`src/rtl/sys_write_buffer.sv`:
```
// rtl/sys_write_buffer.sv - posted-write buffer between cache controller and system bus
module sys_write_buffer #(
    parameter int DEPTH     = 4,
    parameter int ADDRWIDTH = 16,
    parameter int DATAWIDTH = 32
) (
    input  logic                 Clk,
    input  logic                 Reset,
    input  logic                 CStrobe,
    input  logic                 CRW,
    input  logic [ADDRWIDTH-1:0] CAddr,
    input  logic [DATAWIDTH-1:0] CWrData,
    output logic                 CReady,
    output logic [DATAWIDTH-1:0] CRdData,
    output logic                 SysStrobe,
    output logic                 SysRW,
    output logic [ADDRWIDTH-1:0] SysAddr,
    output logic [DATAWIDTH-1:0] SysWrData,
    input  logic [DATAWIDTH-1:0] SysRdData,
    input  logic                 SysReady,
    output logic                 Full,
    output logic                 Empty
);
    localparam int PTRW = $clog2(DEPTH);
    localparam int CNTW = $clog2(DEPTH + 1);

    typedef enum logic [1:0] {IDLE, WR_BUS, RD_BUS, RD_DONE} busState_t;

    busState_t state, stateNext;

    logic [ADDRWIDTH-1:0] addrMem [DEPTH];
    logic [DATAWIDTH-1:0] dataMem [DEPTH];
    logic [PTRW-1:0]      wrPtr, rdPtr;
    logic [CNTW-1:0]      count;
    logic                 rdPending;
    logic [ADDRWIDTH-1:0] rdAddr;

    logic                 reqOk, push, pop, readHit, readMiss, busRdDone, hit;
    logic [DATAWIDTH-1:0] hitData;
    logic                 strobeNext, rwNext;
    logic [ADDRWIDTH-1:0] addrNext;
    logic [DATAWIDTH-1:0] wrDataNext;

    assign Empty = (count == '0);
    assign Full  = (count == CNTW'(DEPTH));

    // A held request is not resampled while its completion pulse is out or a miss is pending.
    assign reqOk    = CStrobe && !CReady && !rdPending;
    assign push     = reqOk && !CRW && !Full;
    assign readHit  = reqOk && CRW && hit;
    assign readMiss = reqOk && CRW && !hit;

    // Scan oldest to youngest so the last match wins; the head on the bus is still valid.
    always_comb begin
        hit     = 1'b0;
        hitData = '0;
        for (int i = 0; i < DEPTH; i++) begin
            if (CNTW'(i) < count && addrMem[rdPtr + PTRW'(i)] == CAddr) begin
                hit     = 1'b1;
                hitData = dataMem[rdPtr + PTRW'(i)];
            end
        end
    end

    always_comb begin
        stateNext  = state;
        strobeNext = SysStrobe;
        rwNext     = SysRW;
        addrNext   = SysAddr;
        wrDataNext = SysWrData;
        pop        = 1'b0;
        busRdDone  = 1'b0;
        case (state)
            IDLE: begin
                if (rdPending) begin
                    stateNext  = RD_BUS;
                    strobeNext = 1'b1;
                    rwNext     = 1'b1;
                    addrNext   = rdAddr;
                end else if (!Empty) begin
                    stateNext  = WR_BUS;
                    strobeNext = 1'b1;
                    rwNext     = 1'b0;
                    addrNext   = addrMem[rdPtr];
                    wrDataNext = dataMem[rdPtr];
                end
            end
            WR_BUS: begin
                if (SysReady && SysStrobe) begin
                    pop        = 1'b1;
                    strobeNext = 1'b0;
                    stateNext  = IDLE;
                end
            end
            RD_BUS: begin
                if (SysReady && SysStrobe) begin
                    busRdDone  = 1'b1;
                    strobeNext = 1'b0;
                    stateNext  = RD_DONE;
                end
            end
            RD_DONE: stateNext = IDLE;
            default: stateNext = IDLE;
        endcase
    end

    always_ff @(posedge Clk) begin
        if (push) begin
            addrMem[wrPtr] <= CAddr;
            dataMem[wrPtr] <= CWrData;
        end
    end

    always_ff @(posedge Clk or negedge Reset) begin
        if (!Reset) begin
            state     <= IDLE;
            wrPtr     <= '0;
            rdPtr     <= '0;
            count     <= '0;
            rdPending <= 1'b0;
            rdAddr    <= '0;
            CReady    <= 1'b0;
            CRdData   <= '0;
            SysStrobe <= 1'b0;
            SysRW     <= 1'b1;
            SysAddr   <= '0;
            SysWrData <= '0;
        end else begin
            state     <= stateNext;
            SysStrobe <= strobeNext;
            SysRW     <= rwNext;
            SysAddr   <= addrNext;
            SysWrData <= wrDataNext;
            if (push) wrPtr <= wrPtr + 1'b1;
            if (pop)  rdPtr <= rdPtr + 1'b1;
            case ({push, pop})
                2'b10:   count <= count + 1'b1;
                2'b01:   count <= count - 1'b1;
                default: count <= count;
            endcase
            CReady <= push || readHit || busRdDone;
            if (readHit)        CRdData <= hitData;
            else if (busRdDone) CRdData <= SysRdData;
            if (readMiss) begin
                rdPending <= 1'b1;
                rdAddr    <= CAddr;
            end else if (busRdDone) begin
                rdPending <= 1'b0;
            end
        end
    end
endmodule

```
`config.mk`:
```
export PLATFORM = sky130hd
export DESIGN_NAME = sys_write_buffer
export DESIGN_NICKNAME = d
export VERILOG_FILES = /design/src/rtl/sys_write_buffer.sv
export SDC_FILE = /design/constraint.sdc
export NUM_CORES = 1
export LEC_CHECK = 0
export CAP_MARGIN = 5
export CORE_MARGIN = 4
export CORE_UTILIZATION = 35
export DETAILED_ROUTE_END_ITERATION = 10
export HOLD_SLACK_MARGIN = 0.05
export SETUP_SLACK_MARGIN = 0.4
export SYNTH_ARGS = -nofsm -noshare
export SYNTH_HDL_FRONTEND = slang
export SYNTH_SLANG_ARGS = --single-unit
```
`constraint.sdc`:
```
create_clock -name Clk -period 5.65 [get_ports Clk]
set_input_delay 0.565 -clock Clk [delete_from_list [all_inputs] [get_ports Clk]]
set_output_delay 0.565 -clock Clk [all_outputs]
set_load 0.05 [all_outputs]
```
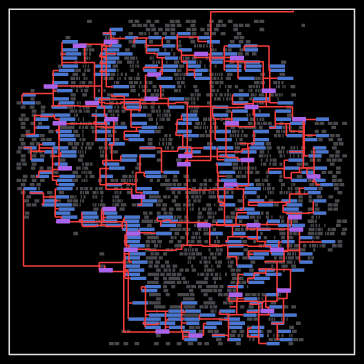
Fig. 1. Clock network drawn from the DEF (run 1).
Drawn at 1.5 px/um.
[clock drivers] purple | count: 36
[flip-flops] blue | count: 301
[clock wires] red | length: 4290 um
flops lie: spread over the die
routed clock nets: 37

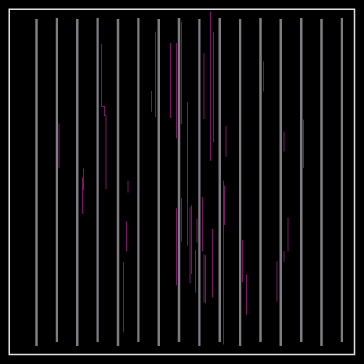
Fig. 2. Metal 4 (run 1).
Drawn at 1.5 px/um. Supply wires on this layer in grey.
wire length on this layer: 1500 um
share of all routed wire: 3.0%

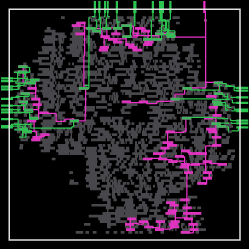
Fig. 3. Wires at chosen ports, followed through buffers (run 1).
Drawn at 1 px/um.
[Reset] magenta | bits: 1 | direction: input | edge: top | end cells: 109 | wire: 1180 um
[CRdData] green | bits: 32 | direction: output | edge: 12 top, 11 left, 9 right | end cells: 32 | wire: 1120 um

==> flow_summary.ini, run 1 <==
; generated from flow reports
[run_status]
status = complete, no violations

[clock_tree]
cts_tree = done
clk_pin_slew_worst_paths_ps = 60
clk_latency_ps = 560
clockBufferDepth = 3
post-cts-setup-buffers = 0
cts_made_buffers = 36
cts_root_buffer = clkbuf_16
post_cts_resized = 0

[floorplanning]
chipArea_sq_um = 52600
chipWidth_um = 229
well_tap_count = 615
fp_util_pct = 35.7

[setup_path]
cp_max_fo = 48
endpoint = rdAddr[14]$_DFFE_PN0P_
startpoint_type = flop
crit_start = rdPtr[0]$_DFFE_PN0P_
path_class = flop to flop
rr_startpoint = rdPtr[0]$_DFFE_PN0P_
end_kind = flop

[layout]
num-multi-input-gates = 1056
regMostFlops = dataMem
finalNonFillerCells = 2258
logic_area_sq_um = 8010
seqCellArea_sq_um = 8500
flops = 301
fin_area_sq_um = 20500
reg_top3 = dataMem (128), addrMem (64)
nClkBuffers = 52
drive_above_1_share_pct = 15.8
antenna_cells = 0

[global_routing]
grt_remaining_overflow = 0
grt_max_degree = 102
grt_use_total_pct = 18.7

[sta]
max_freq_mhz = 226
hold_viol = 0
fin_tns_setup_ps = 0

[placed_design]
place_ws_ps = 1260
gp_congestion = 0.875
post-dp-hpwl_mm = 32.7

[route]
vias = 12857
routed.top_layer = met4
wl_met2_mm = 22.8
route.detailed.drc = 0
antenna_left = 0

[pwr]
power_uw = 5520

[logic_synthesis]
edf_count = 192
synthesis.instances = 1511
==> run 1: where the power goes <==
| group | internal, uW | switching [uW] | leakage [uW] |
|---|---|---|---|
| clock network | 1460 | 945 | 0.000608 |
| logic | 231 | 338 | 0.00341 |
| registers | 2470 | 76.4 | 0.00319 |
==> run 1: per-layer routing <==
| metal | track usage [%] | vias up |
|---|---|---|
| met2 | 29.3 | 537 |
| met5 | 0 | - |
| met4 | 6.05 | 0 |
| li1 | - | 5912 |
| met3 | 4.46 | 82 |
| met1 | 25.7 | 6326 |
==> run 1: kinds of logic after synthesis <==
kind of cell               after synthesis  synth area share (%)
AOI/OAI and AO/OA                      362                  14.0
and+or+nand+nor                        314                  7.92
DFF                                    301                  49.6
muxes                                  297                  20.0
buffers and inverters                  154                  3.98
xor gates and xnor gates                70                  3.58
adders and majority gates               13                 0.949
==> run 1 -> run 2 <==
==> constraint.sdc (replaced) <==
create_clock -name Clk -period 4.1 [get_ports Clk]
set_input_delay 0.41 -clock Clk [delete_from_list [all_inputs] [get_ports Clk]]
set_output_delay 0.41 -clock Clk [all_outputs]
set_load 0.05 [all_outputs]
==> run 2 against run 1 <==
- global-route usage up 0.62 points
- critical path depth up 1
- register-to-register slack worse by 740 ps
- cell count up 1.6%
- clock skew down 7.5 ps
- sequential cell count unchanged
- worst setup slack worse by 740 ps
- synthesized cell count unchanged
- non-clock buffer count up 37
- sequential share of layout area down 1.0 points
- critical endpoint is now CRdData[21]$_DFFE_PN0P_
- largest power group unchanged
==> flow_summary.ini, run 2 <==
; generated from flow reports
[logic_synthesis]
edf_count = 192
synthMuxAreaShare_pct = 20.0
xor_share_pct = 3.58

[run_status]
status = complete, no violations

[layout]
antenna_cells = 0
drive_above_1_share_pct = 18.3
flops = 301
num-multi-input-gates = 1056

[floorplanning]
chipWidth_um = 229
chipArea_sq_um = 52600

[pwr]
clkPwrFrac_pct = 43.4
combPwrFrac_pct = 10.7
powerSeq_uw = 3510
power_switching_share_pct = 24.7

[setup_path]
path_class = flop to flop
cp_max_fo = 32
endpoint = CRdData[21]$_DFFE_PN0P_
crit_start = rdPtr[0]$_DFFE_PN0P_
end_kind = flop

[route]
antenna_left = 0
wl_met2_mm = 23.3

[placed_design]
place_ws_ps = -14.9

[global_routing]
grt_max_degree = 110

[clock_tree]
clockBufferDepth = 3
==> run 2: cell counts after synthesis <==
No cell type changed its count.
==> run 2: per-stage QoR <==
step           std cells  area, sq um  utilization (%)  hold WS, ps  total power, uW
5_1_grt             2294        21000             43.8          501             7940
4_1_cts             2294        21000             43.7          478             7710
3_5_place_dp        2221        19600             40.9          479             4370
2_1_floorplan       1511        17100                -          114             4000
6_report            2294        21000             43.8          488             7640
3_3_place_gp        2221        19600             40.9          463             4350
==> run 2: timing repair <==
item	in CTS	in global routing
setup endpoints to repair	49	34
buffers inserted	7	0
resized	6	8
pin swaps	1	0
hold endpoints to repair	62	0
hold buffers	1	0
cloned	1	0
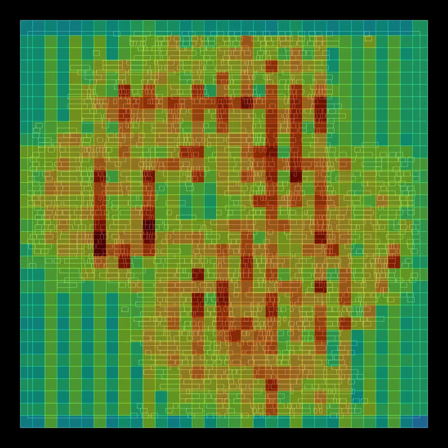
Fig. 4. Routing congestion (run 2).
met3 Track Usage GR: 3.65%
Final Util: 43.8%
met2 Use GR: 29.5%
wire per inst: 22.8 um
grt peak-use layer: met2

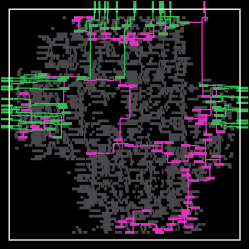
Fig. 5. Wires at chosen ports, followed through buffers (run 2).
Drawn at 1 px/um.
[Reset] magenta | bits: 1 | direction: input | edge: top | end cells: 109 | wire: 1240 um
[CRdData] green | bits: 32 | direction: output | edge: 12 top, 11 left, 9 right | end cells: 32 | wire: 1340 um

Power and IR drop assume default switching activity.
